==> run_1/clock_map.png <==
Bar = 20 um.
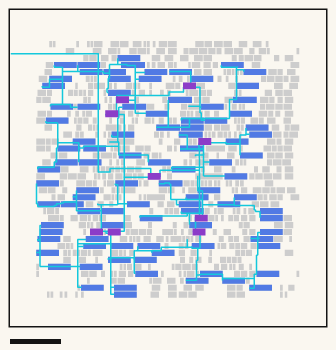
==> run_1/density.png <==
12 x 12 tiles, from white (low) to dark blue (high), 0 to 100% covered.
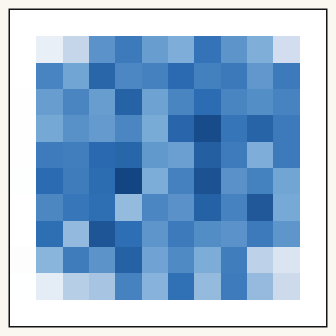
==> run_1/met3.png <==
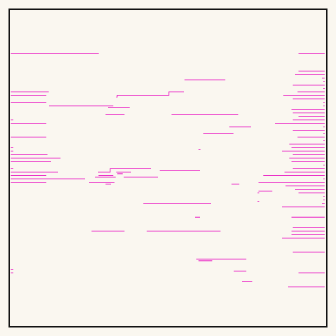
==> run_1/pins.png <==
Pins as bars across the die edge, other pins in gray.
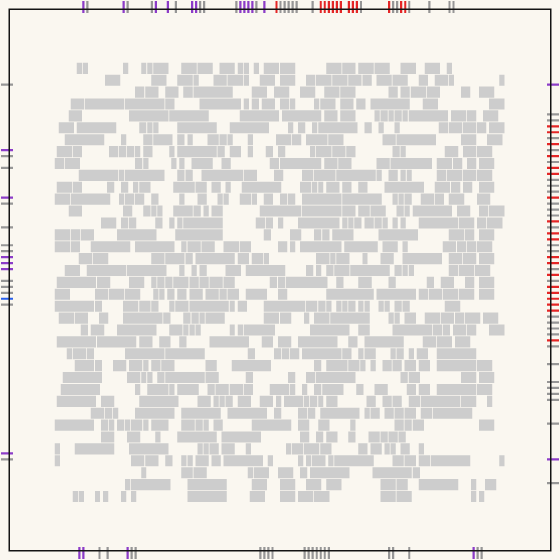
## src/rtl/sdram_pattern_tester.sv

```systemverilog
// LFSR pattern write/read-back tester driving the BigSDRAM user command port.
// Reports the result on status outputs and a single LED.
module sdram_pattern_tester #(
    parameter int unsigned ADDR_WIDTH = 23,
    parameter int unsigned DATA_WIDTH = 32,
    parameter int unsigned BASE_ADDR  = 0,
    parameter int unsigned TEST_WORDS = 256,
    parameter logic [31:0] SEED       = 32'hA5A50001,
    parameter int unsigned BLINK_DIV  = 24
) (
    input  logic                  clock,
    input  logic                  reset,
    input  logic                  start,
    output logic                  cmd_valid,
    input  logic                  cmd_ready,
    output logic                  cmd_write,
    output logic [ADDR_WIDTH-1:0] cmd_addr,
    output logic [DATA_WIDTH-1:0] cmd_wdata,
    input  logic                  rd_valid,
    input  logic [DATA_WIDTH-1:0] rd_data,
    output logic                  busy,
    output logic                  done,
    output logic                  pass,
    output logic [15:0]           error_count,
    output logic [ADDR_WIDTH-1:0] first_err_addr,
    output logic                  leds
);
    localparam int unsigned      IDX_W    = $clog2(TEST_WORDS + 1);
    localparam int unsigned      LED_W    = BLINK_DIV + 1;
    localparam int unsigned      REPS     = (DATA_WIDTH + 31) / 32;
    localparam logic [31:0]      POLY     = 32'h80200003;
    localparam logic [IDX_W-1:0] LAST_IDX = IDX_W'(TEST_WORDS - 1);

    typedef enum logic [2:0] {
        S_IDLE,
        S_WRITE,
        S_READ_REQ,
        S_READ_WAIT,
        S_DONE
    } state_t;

    function automatic logic [31:0] lfsr_step(input logic [31:0] s);
        return {1'b0, s[31:1]} ^ (s[0] ? POLY : 32'h0);
    endfunction

    state_t                  state_q, state_d;
    logic [IDX_W-1:0]        idx_q, idx_d;
    logic [31:0]             lfsr_q, lfsr_d;
    logic [15:0]             err_q, err_d;
    logic [ADDR_WIDTH-1:0]   first_err_q, first_err_d;
    logic                    cmd_valid_q, cmd_valid_d;
    logic [LED_W-1:0]        led_cnt_q, led_cnt_d;

    logic                    accept;
    logic [ADDR_WIDTH-1:0]   word_addr;
    logic [DATA_WIDTH-1:0]   lfsr_word;

    assign accept    = cmd_valid_q && cmd_ready;
    assign word_addr = ADDR_WIDTH'(BASE_ADDR) + ADDR_WIDTH'(idx_q);
    assign lfsr_word = DATA_WIDTH'({REPS{lfsr_q}});

    always_comb begin
        state_d     = state_q;
        idx_d       = idx_q;
        lfsr_d      = lfsr_q;
        err_d       = err_q;
        first_err_d = first_err_q;
        cmd_valid_d = cmd_valid_q;
        led_cnt_d   = led_cnt_q + LED_W'(1);
        unique case (state_q)
            S_IDLE, S_DONE: begin
                if (start) begin
                    state_d     = S_WRITE;
                    idx_d       = '0;
                    lfsr_d      = SEED;
                    err_d       = '0;
                    first_err_d = '0;
                    cmd_valid_d = 1'b1;
                end
            end
            S_WRITE: begin
                if (accept) begin
                    if (idx_q == LAST_IDX) begin
                        state_d = S_READ_REQ;
                        idx_d   = '0;
                        lfsr_d  = SEED;
                    end else begin
                        idx_d  = idx_q + IDX_W'(1);
                        lfsr_d = lfsr_step(lfsr_q);
                    end
                end
            end
            S_READ_REQ: begin
                if (accept) begin
                    state_d     = S_READ_WAIT;
                    cmd_valid_d = 1'b0;
                end
            end
            S_READ_WAIT: begin
                if (rd_valid) begin
                    // err_q never returns to zero within a run, so zero marks the first miss
                    if (rd_data != lfsr_word) begin
                        if (err_q == '0) first_err_d = word_addr;
                        if (err_q != '1) err_d = err_q + 16'd1;
                    end
                    if (idx_q == LAST_IDX) begin
                        state_d = S_DONE;
                    end else begin
                        state_d     = S_READ_REQ;
                        idx_d       = idx_q + IDX_W'(1);
                        lfsr_d      = lfsr_step(lfsr_q);
                        cmd_valid_d = 1'b1;
                    end
                end
            end
            default: begin
                state_d     = S_IDLE;
                cmd_valid_d = 1'b0;
            end
        endcase
    end

    always_ff @(posedge clock or negedge reset) begin
        if (!reset) begin
            state_q     <= S_IDLE;
            idx_q       <= '0;
            lfsr_q      <= SEED;
            err_q       <= '0;
            first_err_q <= '0;
            cmd_valid_q <= 1'b0;
            led_cnt_q   <= '0;
        end else begin
            state_q     <= state_d;
            idx_q       <= idx_d;
            lfsr_q      <= lfsr_d;
            err_q       <= err_d;
            first_err_q <= first_err_d;
            cmd_valid_q <= cmd_valid_d;
            led_cnt_q   <= led_cnt_d;
        end
    end

    assign cmd_valid      = cmd_valid_q;
    assign cmd_write      = cmd_valid_q && (state_q == S_WRITE);
    assign cmd_addr       = cmd_valid_q ? word_addr : '0;
    assign cmd_wdata      = cmd_write ? lfsr_word : '0;
    assign busy           = (state_q == S_WRITE) || (state_q == S_READ_REQ) ||
                            (state_q == S_READ_WAIT);
    assign done           = (state_q == S_DONE);
    assign pass           = done && (err_q == '0);
    assign error_count    = err_q;
    assign first_err_addr = first_err_q;

    always_comb begin
        unique case (state_q)
            S_IDLE:  leds = 1'b0;
            S_DONE:  leds = (err_q == '0) ? 1'b1 : led_cnt_q[BLINK_DIV-3];
            default: leds = led_cnt_q[BLINK_DIV];
        endcase
    end
endmodule
```

## config.mk

```make
export PLATFORM = sky130hd
export DESIGN_NAME = sdram_pattern_tester
export DESIGN_NICKNAME = d
export VERILOG_FILES = /design/src/rtl/sdram_pattern_tester.sv
export SDC_FILE = /design/constraint.sdc
export NUM_CORES = 1
export LEC_CHECK = 0
export CORE_MARGIN = 10
export CORE_UTILIZATION = 50
export CTS_CLUSTER_DIAMETER = 30
export DETAILED_ROUTE_END_ITERATION = 12
export PLACE_DENSITY_LB_ADDON = 0.1
export SYNTH_ARGS = -nofsm -noshare
export SYNTH_HDL_FRONTEND = slang
export SYNTH_SLANG_ARGS = --single-unit
export TNS_END_PERCENT = 20
```

## constraint.sdc

```tcl
create_clock -name clock -period 3.2 [get_ports clock]
set_clock_uncertainty 0.05 [all_clocks]
set_input_delay 0.32 -clock clock [delete_from_list [all_inputs] [get_ports clock]]
set_output_delay 0.32 -clock clock [all_outputs]
set_load 0.01 [all_outputs]
```

==> results.cfg, run 1 <==
; physical design summary
[floorplan]
ioPinCount = 137
rows = 37
die_height_um = 124
die_x_um = 124

[global_routing]
grt_antenna_before_repair = 0
gr-total-overflow = 0
grt_max_degree = 63
track_usage_pct = 17.9
grt_util_met2_pct = 28.5
top_usage_layer = met2
met1_usage_pct = 24.1

[sta]
hold_violations = 20
relSlewSlack_pct = 47.7
finalSetupViolCount = 0
rsz0062_at_grt = true
setup_ws_ns = 0.209
whs_ns = -0.0400

[run_status]
violations = negative hold slack
status = finished, violations left

[synth]
async_flop_share_pct = 100
yosys.area_share.aoi_pct = 13.3
ys_seq_share_pct = 44.6
synth.avg_cell_area_um2 = 9.16
numSynthFlops = 95
top_cell = dfrtp_1

[critical_path]
critPathCapture = cmd_wdata[19]
cp_num_buf_inv = 3
critPathLaunchType = register
r2r_end = first_err_addr[7]
startpoint = cmd_valid
crit_required_ns = 2.83
path_cells = clkinvlp_4 -> nor3_2 -> buf_4 -> and2_1 -> clkdlybuf4s50_1

[place]
dpl.hpwl_um = 10300
place_area_um2 = 6420

[clock_tree]
clk_pin_slew_worst_paths_ns = 0.09
cts_tree = done
cts_resized = 0

[power_and_ir_drop]
p_per_area_nw_per_um2 = 575
p_clk_uw = 884
intPower_mw = 2.38
p_total_mw = 3.82
power_frac_clock_pct = 23.1

[finish]
inverters = 21
sh_seq_area_pct = 35.9
seq_cells = 95
buf_share_pct = 17.4

[run]
maxCapViolCount = 0

[min_path]
hold_path_class = input pin to asynchronous set/reset pin

[drt]
drc = 0
Back to the opening pictures, clock_map.png:
[cyan] clock wires | length: 1,140 um
[blue] flip-flops | count: 95
[purple] cells driving clock nets | count: 9
flops lie: all over the die

Back to the opening pictures, density.png:
tiles over 75% full: 13%
mean over tiles: 43%
nearly empty tiles: 31%
fullest tile: 92%
densest ninth of the die: middle

Back to the opening pictures, met3.png:
wire length on this layer: 1,040 um
main direction: horizontal
nets with wire on the layer: 88
share of all routed wire: 7.5%

Back to the opening pictures, pins.png:
[red] rd_data | pins: 32 | direction: input | edge: 19 right, 13 top
[purple] first_err_addr | pins: 23 | direction: output | edge: 11 top, 6 left, 4 bottom, 2 right
[blue] busy | pins: 1 | direction: output | edge: left
all pins by edge: 49 right, 45 top, 24 bottom, 19 left

--- run 2 (diff from run 1) ---
GPL_ROUTABILITY_DRIVEN = 0   (was not set)
==> run 2 against run 1 <==
The run still ends with negative hold slack left; hold slack did not move; worst setup slack unchanged; sequential share of layout area stayed put; clock-buffer cell count unchanged; global-route usage is the same; synthesized area is the same; register-to-register slack is essentially flat; combinational power about the same; routed wire length did not move; flip-flop count stayed put; final cell count stayed put; total power unchanged; critical path type unchanged; largest power group unchanged.
==> results.cfg, run 2 <==
; physical design summary
[global_routing]
grt_util_met2_pct = 28.5
gr-total-overflow = 0
track_usage_pct = 17.9
grt_max_degree = 63

[critical_path]
crit_required_ns = 2.83
cp_num_buf_inv = 3
path_cells = clkinvlp_4 -> nor3_2 -> buf_4 -> and2_1 -> clkdlybuf4s50_1
critPathCapture = cmd_wdata[19]

[place]
dpl.hpwl_um = 10300

[synth]
ys_seq_share_pct = 44.6
yosys.area_share.aoi_pct = 13.3

[run_status]
status = finished, violations left
violations = negative hold slack

[floorplan]
ioPinCount = 137
die_x_um = 124

[sta]
setup_ws_ns = 0.209
whs_ns = -0.0400
hold_violations = 20
finalSetupViolCount = 0

[clock_tree]
clk_pin_slew_worst_paths_ns = 0.09

[finish]
buf_share_pct = 17.4

[power_and_ir_drop]
intPower_mw = 2.38
p_clk_uw = 884
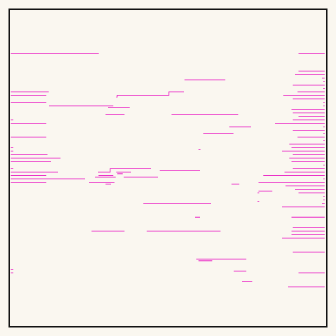
(run_2/met3.png)
share of all routed wire: 7.5%
main direction: horizontal
nets with wire on the layer: 88
longest straight run: 34.0 um

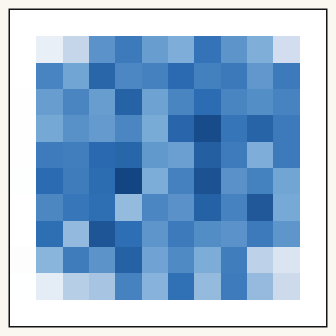
(run_2/density.png)
12 x 12 tiles, from white (low) to dark blue (high), 0 to 100% covered.
tiles over 75% full: 13%
densest ninth of the die: middle
mean over tiles: 43%

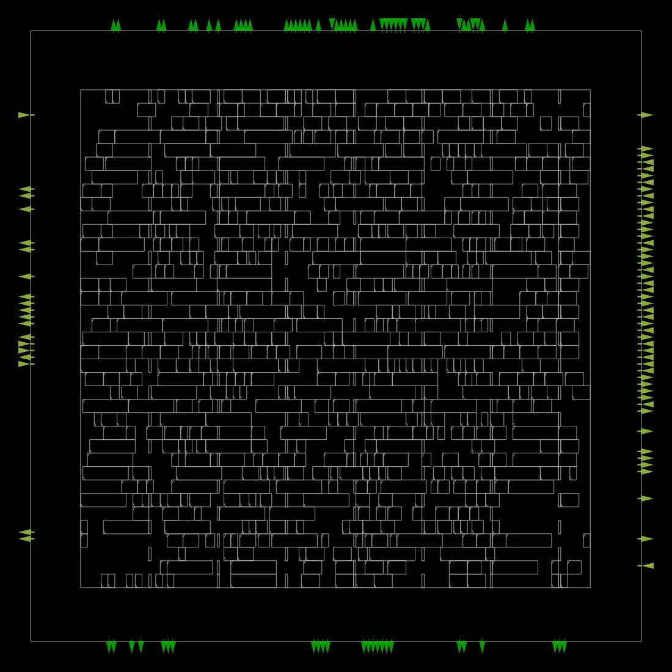
(run_2/final_placement.png)
final std cells w/o fill: 822
flop share of the area: 35.9%
# rows: 37

Power is estimated from default activity; no workload was simulated.
